File: src/rtl/alu_sequencer.sv
// Multi-cycle controller for the shared 8-bit i8080 ALU. It steps register-class
// arithmetic/logic opcodes and DAD through IDLE/FETCH/EXEC/WB, and owns the flags register.
module alu_sequencer #(
    parameter int XLEN = 8
) (
    input  logic            clk,
    input  logic            rst_n,
    input  logic            op_valid,
    output logic            op_ready,
    input  logic [7:0]      opcode,
    input  logic [XLEN-1:0] imm,
    input  logic [15:0]     sp,
    output logic            op_done,
    output logic            op_illegal,
    output logic [2:0]      rf_raddr,
    input  logic [XLEN-1:0] rf_rdata,
    output logic            rf_we,
    output logic [2:0]      rf_waddr,
    output logic [XLEN-1:0] rf_wdata,
    output logic [XLEN-1:0] alu_op_a,
    output logic [XLEN-1:0] alu_op_b,
    output logic [4:0]      alu_control,
    output logic [XLEN-1:0] alu_flags_in,
    input  logic [XLEN-1:0] alu_out,
    input  logic [XLEN-1:0] alu_flags_out,
    output logic [XLEN-1:0] flags,
    input  logic            flags_we,
    input  logic [XLEN-1:0] flags_wdata
);

    localparam logic [XLEN-1:0] FLAGS_SET = XLEN'(8'h02);
    localparam logic [XLEN-1:0] FLAGS_CLR = XLEN'(8'h28);
    localparam logic [2:0]      REG_H     = 3'd4;
    localparam logic [2:0]      REG_L     = 3'd5;
    localparam logic [2:0]      REG_A     = 3'd7;

    typedef enum logic [1:0] {IDLE, FETCH, EXEC, WB} state_t;

    state_t          state;
    logic            phase;
    logic [7:0]      op_q;
    logic [XLEN-1:0] imm_q;
    logic [XLEN-1:0] opa_q;
    logic [XLEN-1:0] opb_hold;
    logic [XLEN-1:0] fl_q;
    logic            carry_q;

    logic            cls_alu_r, cls_alu_i, cls_incdec, cls_unary, cls_dad;
    logic            wr_suppress;
    logic [4:0]      ctl;
    logic [2:0]      dest;
    logic [XLEN-1:0] opb_sel;

    function automatic logic legal_op(input logic [7:0] op);
        logic alu_r, alu_i, incdec, unary, dad;
        alu_r  = (op[7:6] == 2'b10) && (op[2:0] != 3'd6);
        alu_i  = (op[7:6] == 2'b11) && (op[2:0] == 3'b110);
        incdec = (op[7:6] == 2'b00) && (op[2:1] == 2'b10) && (op[5:3] != 3'd6);
        unary  = (op[7:6] == 2'b00) && (op[2:0] == 3'b111);
        dad    = (op[7:6] == 2'b00) && (op[3:0] == 4'b1001);
        return alu_r | alu_i | incdec | unary | dad;
    endfunction

    function automatic logic [XLEN-1:0] fix_flags(input logic [XLEN-1:0] v);
        return (v & ~FLAGS_CLR) | FLAGS_SET;
    endfunction

    always_comb begin
        cls_alu_r   = (op_q[7:6] == 2'b10);
        cls_alu_i   = (op_q[7:6] == 2'b11) && (op_q[2:0] == 3'b110);
        cls_incdec  = (op_q[7:6] == 2'b00) && (op_q[2:1] == 2'b10);
        cls_unary   = (op_q[7:6] == 2'b00) && (op_q[2:0] == 3'b111);
        cls_dad     = (op_q[7:6] == 2'b00) && (op_q[3:0] == 4'b1001);
        // CMP compares only; STC/CMC touch the carry only
        wr_suppress = ((cls_alu_r | cls_alu_i) && (op_q[5:3] == 3'b111)) ||
                      (cls_unary && (op_q[5:4] == 2'b11));

        ctl  = '0;
        dest = REG_A;
        if (cls_alu_r || cls_alu_i) begin
            ctl = {2'b00, op_q[5:3]};
        end else if (cls_incdec) begin
            ctl  = {4'b1000, op_q[0]};
            dest = op_q[5:3];
        end else if (cls_unary) begin
            ctl = {2'b01, op_q[5:3]};
        end else if (cls_dad) begin
            ctl  = {4'b1100, phase};
            dest = phase ? REG_H : REG_L;
        end

        opb_sel = opa_q;
        if (cls_alu_r) begin
            opb_sel = rf_rdata;
        end else if (cls_alu_i) begin
            opb_sel = imm_q;
        end else if (cls_dad) begin
            if (op_q[5:4] == 2'b11)
                opb_sel = phase ? XLEN'(sp[15:8]) : XLEN'(sp[7:0]);
            else
                opb_sel = rf_rdata;
        end

        rf_raddr = REG_A;
        if (state == FETCH) begin
            if (cls_dad)         rf_raddr = phase ? REG_H : REG_L;
            else if (cls_incdec) rf_raddr = op_q[5:3];
        end else if (state == EXEC) begin
            if (cls_alu_r)    rf_raddr = op_q[2:0];
            else if (cls_dad) rf_raddr = {op_q[5:4], ~phase};
        end
    end

    // The register file read is combinational, so operand B and control are driven
    // directly during EXEC; opb_hold keeps operand B stable in the other states.
    assign alu_op_a     = opa_q;
    assign alu_op_b     = (state == EXEC) ? opb_sel : opb_hold;
    assign alu_control  = (state == EXEC) ? ctl : 5'b00000;
    assign alu_flags_in = (state == EXEC && cls_dad && phase) ?
                          {flags[XLEN-1:1], carry_q} : flags;

    always_ff @(posedge clk or negedge rst_n) begin
        if (!rst_n) begin
            state      <= IDLE;
            phase      <= 1'b0;
            op_q       <= '0;
            imm_q      <= '0;
            opa_q      <= '0;
            opb_hold   <= '0;
            fl_q       <= '0;
            carry_q    <= 1'b0;
            flags      <= FLAGS_SET;
            op_ready   <= 1'b1;
            op_done    <= 1'b0;
            op_illegal <= 1'b0;
            rf_we      <= 1'b0;
            rf_waddr   <= '0;
            rf_wdata   <= '0;
        end else begin
            op_done    <= 1'b0;
            op_illegal <= 1'b0;
            rf_we      <= 1'b0;
            if (flags_we && state != WB)
                flags <= fix_flags(flags_wdata);

            case (state)
                IDLE: begin
                    if (op_valid) begin
                        op_q       <= opcode;
                        imm_q      <= imm;
                        phase      <= 1'b0;
                        op_ready   <= 1'b0;
                        op_illegal <= !legal_op(opcode);
                        state      <= FETCH;
                    end
                end
                FETCH: begin
                    if (!legal_op(op_q)) begin
                        op_ready <= 1'b1;
                        state    <= IDLE;
                    end else begin
                        opa_q <= rf_rdata;
                        state <= EXEC;
                    end
                end
                EXEC: begin
                    rf_wdata <= alu_out;
                    fl_q     <= alu_flags_out;
                    opb_hold <= opb_sel;
                    if (cls_dad && !phase)
                        carry_q <= alu_flags_out[0];
                    rf_we    <= !wr_suppress;
                    rf_waddr <= dest;
                    op_done  <= !(cls_dad && !phase);
                    state    <= WB;
                end
                WB: begin
                    if (cls_dad && !phase) begin
                        phase <= 1'b1;
                        state <= FETCH;
                    end else begin
                        if (cls_dad)
                            flags <= fix_flags({flags[XLEN-1:1], fl_q[0]});
                        else
                            flags <= fix_flags(fl_q);
                        op_ready <= 1'b1;
                        state    <= IDLE;
                    end
                end
                default: state <= IDLE;
            endcase
        end
    end

endmodule
File: config.mk
export PLATFORM = sky130hd
export DESIGN_NAME = alu_sequencer
export DESIGN_NICKNAME = d
export VERILOG_FILES = /design/src/rtl/alu_sequencer.sv
export SDC_FILE = /design/constraint.sdc
export NUM_CORES = 1
export LEC_CHECK = 0
export CAP_MARGIN = 20
export CORE_ASPECT_RATIO = 1.2
export CORE_UTILIZATION = 44
export DETAILED_ROUTE_END_ITERATION = 12
export PLACE_DENSITY = 0.78
export SYNTH_ARGS = -nofsm -noshare
export SYNTH_HDL_FRONTEND = slang
export SYNTH_SLANG_ARGS = --single-unit
export TNS_END_PERCENT = 30
File: constraint.sdc
create_clock -name clk -period 3 [get_ports clk]
set_clock_uncertainty 0.1 [all_clocks]
set_input_delay 0.6 -clock clk [delete_from_list [all_inputs] [get_ports clk]]
set_output_delay 0.6 -clock clk [all_outputs]
set_load 0.005 [all_outputs]
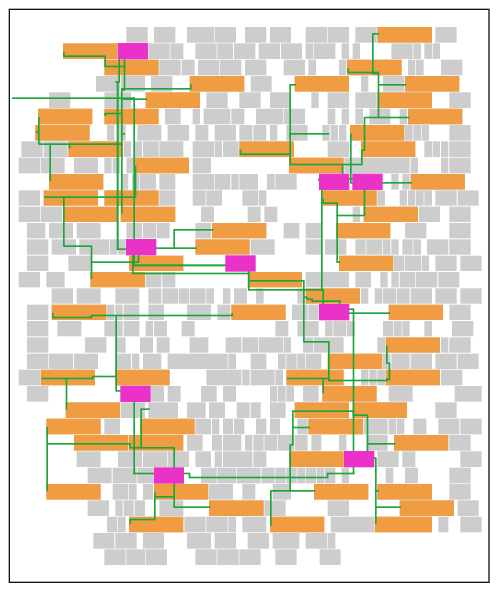
*Clock network drawn from the DEF, run 1*
Scale: 6 px per um.
clock wires: shown in green, length 821 um. flip-flops: shown in orange, count 64. clock-net drivers: shown in magenta, count 9.
Position of the flops: all over the die.
Worst-Skew Late Latency: 0.34 ns
Clock power frac: 0.176
clk pwr: 0.777 mW

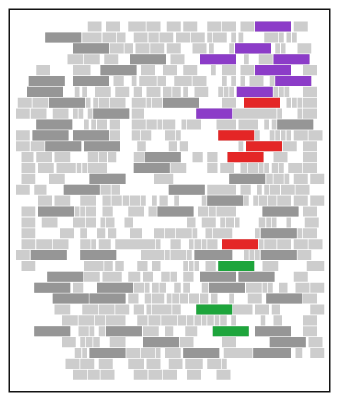
*Sequential cells coloured by netlist name, run 1*
Scale: 4 px per um.
`rf_wdata`: shown in purple, flops 8, where north-east. `fl_q`: shown in red, flops 5. `rf_waddr`: shown in green, flops 3.
Another 48 sequential cells are not coloured.
Seq area share: 0.336
Util after Layout: 0.689
Power Sequential: 1.51 mW
register area: 0.00160 mm2

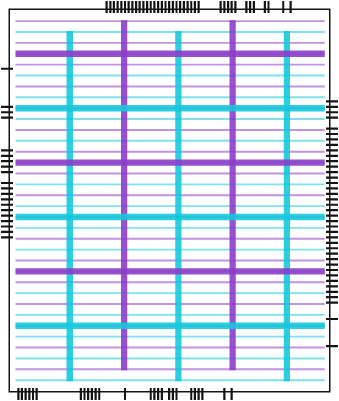
*Power grid, run 1*
Scale: 4 px per um. Pins as bars on the die edge.
VDD: shown in purple. VSS: shown in cyan.
6 straps on met5. 5 straps on met4.

-- run 1: cell usage after synthesis, types with 6 or more instances --
cell type and count:
buf_4 8, o21ai_0 16, mux2_2 26, o22ai_1 10
o211ai_1 8, nor2_1 18, a31oi_1 11, inv_1 6
clkbuf_1 14, a22oi_1 8, dfrtp_1 62, mux2i_1 8
nand2_1 80
-- run 1: cell families after synthesis --
logic type / after synthesis / share of synthesized area
buffers and inverters: 32 / 0.0483
DFF: 64 / 0.503
muxes: 34 / 0.117
and+or+nand+nor: 126 / 0.177
xor gates and xnor gates: 1 / 0.00275
AOI/OAI and AO/OA: 71 / 0.152
-- run 1: critical path, stage by stage (launching register included) --
cell and delay (ns):
dfrtp_1 0.41, buf_6 0.17, or4b_4 0.55, nor2_1 0.12, a22oi_1 0.11, o221a_2 0.27, clkdlybuf4s50_1 0.44
==> results.yml, run 1 <==
# synthesis and place-and-route metrics
run_status:
  outcome: "finished with violations"
  violations: "negative setup slack"
logic_synthesis:
  synth.avg_cell_area_um2: 9.72
  top_area_cell: "dfrtp_1"
  yosys-top-cells-area: "dfrtp_1 49%, nand2_1 9.4%, mux2_2 9.2%"
  edf_count: 0
  yosysChipArea_mm2: 0.00319
  syn_area_mm2: 0.00319
  syn_inst: 328
  synthesis.nets: 396
  async_reset_ff_frac: 1.00
  top_cell_area_share: 0.486
  yosys_cells: 328
  ys_ff: 64
  flop_cell: "dfrtp_1"
layout:
  inv_count: 6
  n_antenna_cell: 0
  seq_cell_count: 64
  finalNonFillerCells: 544
  nets: 520
  comb_area_frac: 0.307
  buffer_area_frac: 0.285
  largestClassByArea: "registers"
  lay_top_cells: "104 x clkdlybuf4s50_1, 79 x nand2_1, 62 x dfrtp_1, 26 x mux2_2, 20 x buf_4"
  final_common_cell: "clkdlybuf4s50_1"
  area_growth_pct: 49.8
  final-comb-area_mm2: 0.00147
  nClkBuffers: 14
  n_all_buffers: 139
  drive_above_1_share: 0.182
  n_fill_cell: 554
detailed_routing:
  topRoutingLayerUsed: "met4"
  wl_per_cell_um: 15.9
  drt-total-wl_mm: 8.64
  viasPerCell: 5.38
  firstDrtPassIters: 5
  wl_met1_mm: 3.46
  drt.antenna.violating_nets: 0
  vias: 2928
  drc: 0
  drt_iter0_markers: 144
  wl_met3_um: 543
  routed-wl-met2_mm: 4.51
clock_tree:
  ctsResizeCount: 12
  clockBufferDepth: 2
  post_cts_buffers: 2
  clock_tree.root_cell: "clkbuf_8"
  cts_tree: "yes"
  cts_max_level: 3
  clk_pin_slew_worst_paths_ns: 0.07
  numCtsBuffers: 9
setup_path:
  ff2ff_path_depth: 6
  worstPathArrival_ns: 2.41
  startpoint: "op_q[7]"
  required_ns: 2.30
  cp-endpoint: "rf_raddr[1]"
  worstPathMaxFanout: 17
  start_kind: "register"
  end_kind: "output pin"
  worstReg2RegEnd: "alu_op_a[3]"
  r2r_slack_ns: 0.68
  worstSetupPathType: "reg2out"
  reg2reg_from: "op_q[7]"
final_timing:
  layout_setup_ws_ns: -0.115
  setup_viol: 2
  setup_tns_ns: -0.171
  slew_viol_final: 0
  timing.final.crit_share: 1.04
  maxSlewHeadroom: 0.558
  hold_viol: 0
  fmax_mhz: 321
  finalCriticalPeriod_ns: 3.11
  holdWs_ns: 0.146
  worstMarginPinSlew_ns: 0.663
place:
  gp_congestion: 0.819
  placed_area_mm2: 0.00450
  io_buffers: 116
  dpl_worst_slack_ns: 0.104
  dp.cells: 525
die:
  fp.dieArea_mm2: 0.00759
  io_pins: 123
  initCoreUtil: 0.460
  die_h_um: 95.3
  die_w_um: 79.7
  nWellTaps: 87
power:
  combPwrFrac: 0.480
  ir_worst_vdd_mv: 0.437
  power_leakage_nw: 2.05
  power_mw: 4.40
  power_density_mw_per_mm2: 922
  p_int_mw: 2.88
  maxPowerGroup: "combinational cells"
  seq_power_share: 0.343
  switching_share: 0.346
  comb-power_mw: 2.11
grt:
  use_met1: 0.292
  grt_usage: 0.248
  grt_antenna_before_repair: 0
  grt_pass1_vias: 2972
  grt_first_pass_wirelength_mm: 14.2
  gr-usage-met3: 0.0574
  grt_max_degree: 42
  met2_usage: 0.432
  grt_busiest_layer: "met2"
  overflow: 0
flow_run:
  maxCapViolations: 0
  tool_warnings: 34
hold_path:
  hold_class: "in2async"
==> inputs of run 2 (changes only) <==
ABC_AREA = 1   (was unset)
CELL_PAD_IN_SITES_DETAIL_PLACEMENT = 1   (was unset)
CELL_PAD_IN_SITES_GLOBAL_PLACEMENT = 1   (was unset)
CORE_ASPECT_RATIO = unset   (was 1.2)
CORE_UTILIZATION = 31   (was 44)
PLACE_DENSITY = 0.77   (was 0.78)
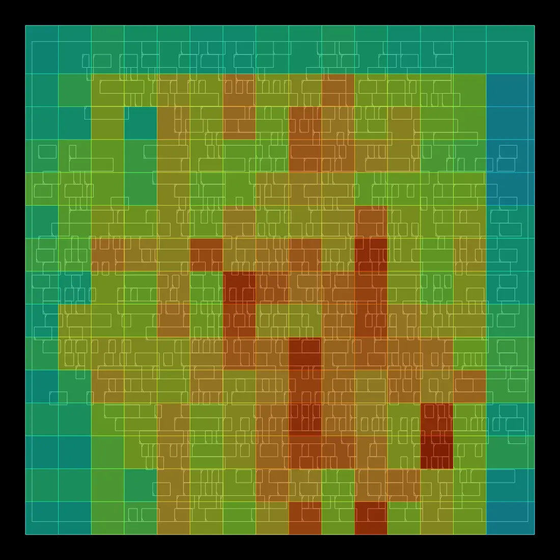
*Congestion heat map, run 2*
drt wl/cell: 15.4 um
GRT Overall Usage: 0.204
met3 usage in global routing: 0.0365
M2 GR Usage: 0.344
met1 Track Usage GR: 0.271

==> run 2 against run 1 <==
Against the previous run:
- flip-flop count is the same
- global-route usage shrank 4.5 points
- sequential share of layout area shrank 1.6 points
- maximum frequency grew 5.9%
- synthesized cell count grew 39%
- the run now ends clean
- core utilization shrank 21 points
==> results.yml, run 2 <==
# synthesis and place-and-route metrics
final_timing:
  holdWs_ns: 0.212
  maxSlewHeadroom: 0.517
  fmax_mhz: 340
  slew_viol_final: 0
  layout_setup_ws_ns: 0.0594
layout:
  lay_top_cells: "167 x nand2_1, 111 x clkdlybuf4s50_1, 61 x dfrtp_1, 45 x o21ai_0, 42 x inv_1"
  nets: 653
  drive_above_1_share: 0.124
  n_fill_cell: 1298
  inv_count: 48
  nClkBuffers: 9
  area_growth_pct: 47.7
  regArea_mm2: 0.00161
  seq_cell_count: 64
logic_synthesis:
  topCombFamilyByArea: "simple AND/OR/NAND/NOR gates"
  edf_count: 0
  top_area_cell: "dfrtp_1"
  yosysChipArea_mm2: 0.00340
  flop_cell: "dfrtp_1"
  ys_ff: 64
  synthAdderAreaFrac: 0
  ys_sh_simple: 0.276
  syn_area_mm2: 0.00340
  top_cell_area_share: 0.456
  syn_inst: 456
  synthesis.nets: 524
  synth.most_common_cell: "nand2_1"
  synth.avg_cell_area_um2: 7.46
  ys_sh_xor: 0
power:
  comb-power_mw: 2.36
  power_density_mw_per_mm2: 916
  ir_worst_vdd_mv: 0.352
  p_clk_frac: 0.159
  seq_power_share: 0.327
  pg_seq_mw: 1.51
  power_mw: 4.60
  p_int_mw: 2.76
  power_leakage_nw: 2.47
setup_path:
  critPathTopFamily: "buffers and inverters"
  cp-endpoint: "alu_op_b[5]"
  path_cells: "buf_4 > nand2_1 > nor2_1 > nand2_2 > clkinv_2 > a21oi_1 > nand2_1 > nand2_1 > nand2_1 > nand2_1 > clkdlybuf4s50_1"
  worstPathArrival_ns: 2.24
  critPathSlowestCell: "clkdlybuf4s50_1"
  reg2reg_from: "op_q[2]"
  worstPathMaxFanout: 6
  worstReg2RegEnd: "op_ready"
  r2r_slack_ns: 1.05
  path_depth: 11
  end_kind: "output pin"
  crit_path_frequent_cell: "nand2_1"
  ff2ff_path_depth: 12
flow_run:
  tool_warnings: 33
grt:
  grt_max_degree: 37
  overflow: 0
  grt_antenna_before_repair: 0
die:
  die_w_um: 107
  fp.dieArea_mm2: 0.0114
  initCoreUtil: 0.325
  io_pins: 123
place:
  placed_area_mm2: 0.00473
  gp_congestion: 0.811
  dpl_worst_slack_ns: 0.0884
detailed_routing:
  drt-total-wl_mm: 11.2
  wl_met1_mm: 5.08
  wl_met3_um: 419
  firstDrtPassIters: 4
  topRoutingLayerUsed: "met4"
run_status:
  outcome: "finished, final reports clean"
clock_tree:
  cts_max_level: 3
  numCtsBuffers: 9
## run 2: cell count changes after synthesis, sizes merged, moves of 5 or more
cell,delta
nor2,+20
a22oi,-8
nand3,+6
a31oi,-10
inv,+38
o21ai,+34
a21oi,+19
o22ai,-8
nand2,+94
mux2,-23
clkbuf,-5
mux2i,-8
## run 2: cells by family after synthesis
kind of cell	Yosys count
buffers and inverters	70
AND/OR/NAND/NOR	230
flip-flops	64
AND-OR/OR-AND	89
multiplexers	3
## run 2: what timing repair did
item / 4_1_cts / 5_1_grt
pin swaps: 1 / 2
gates cloned: 0 / 1
buffers inserted: 2 / 4
endpoints found under the setup margin: 13 / 12
gates resized: 7 / 12
Power and IR drop assume default switching activity.
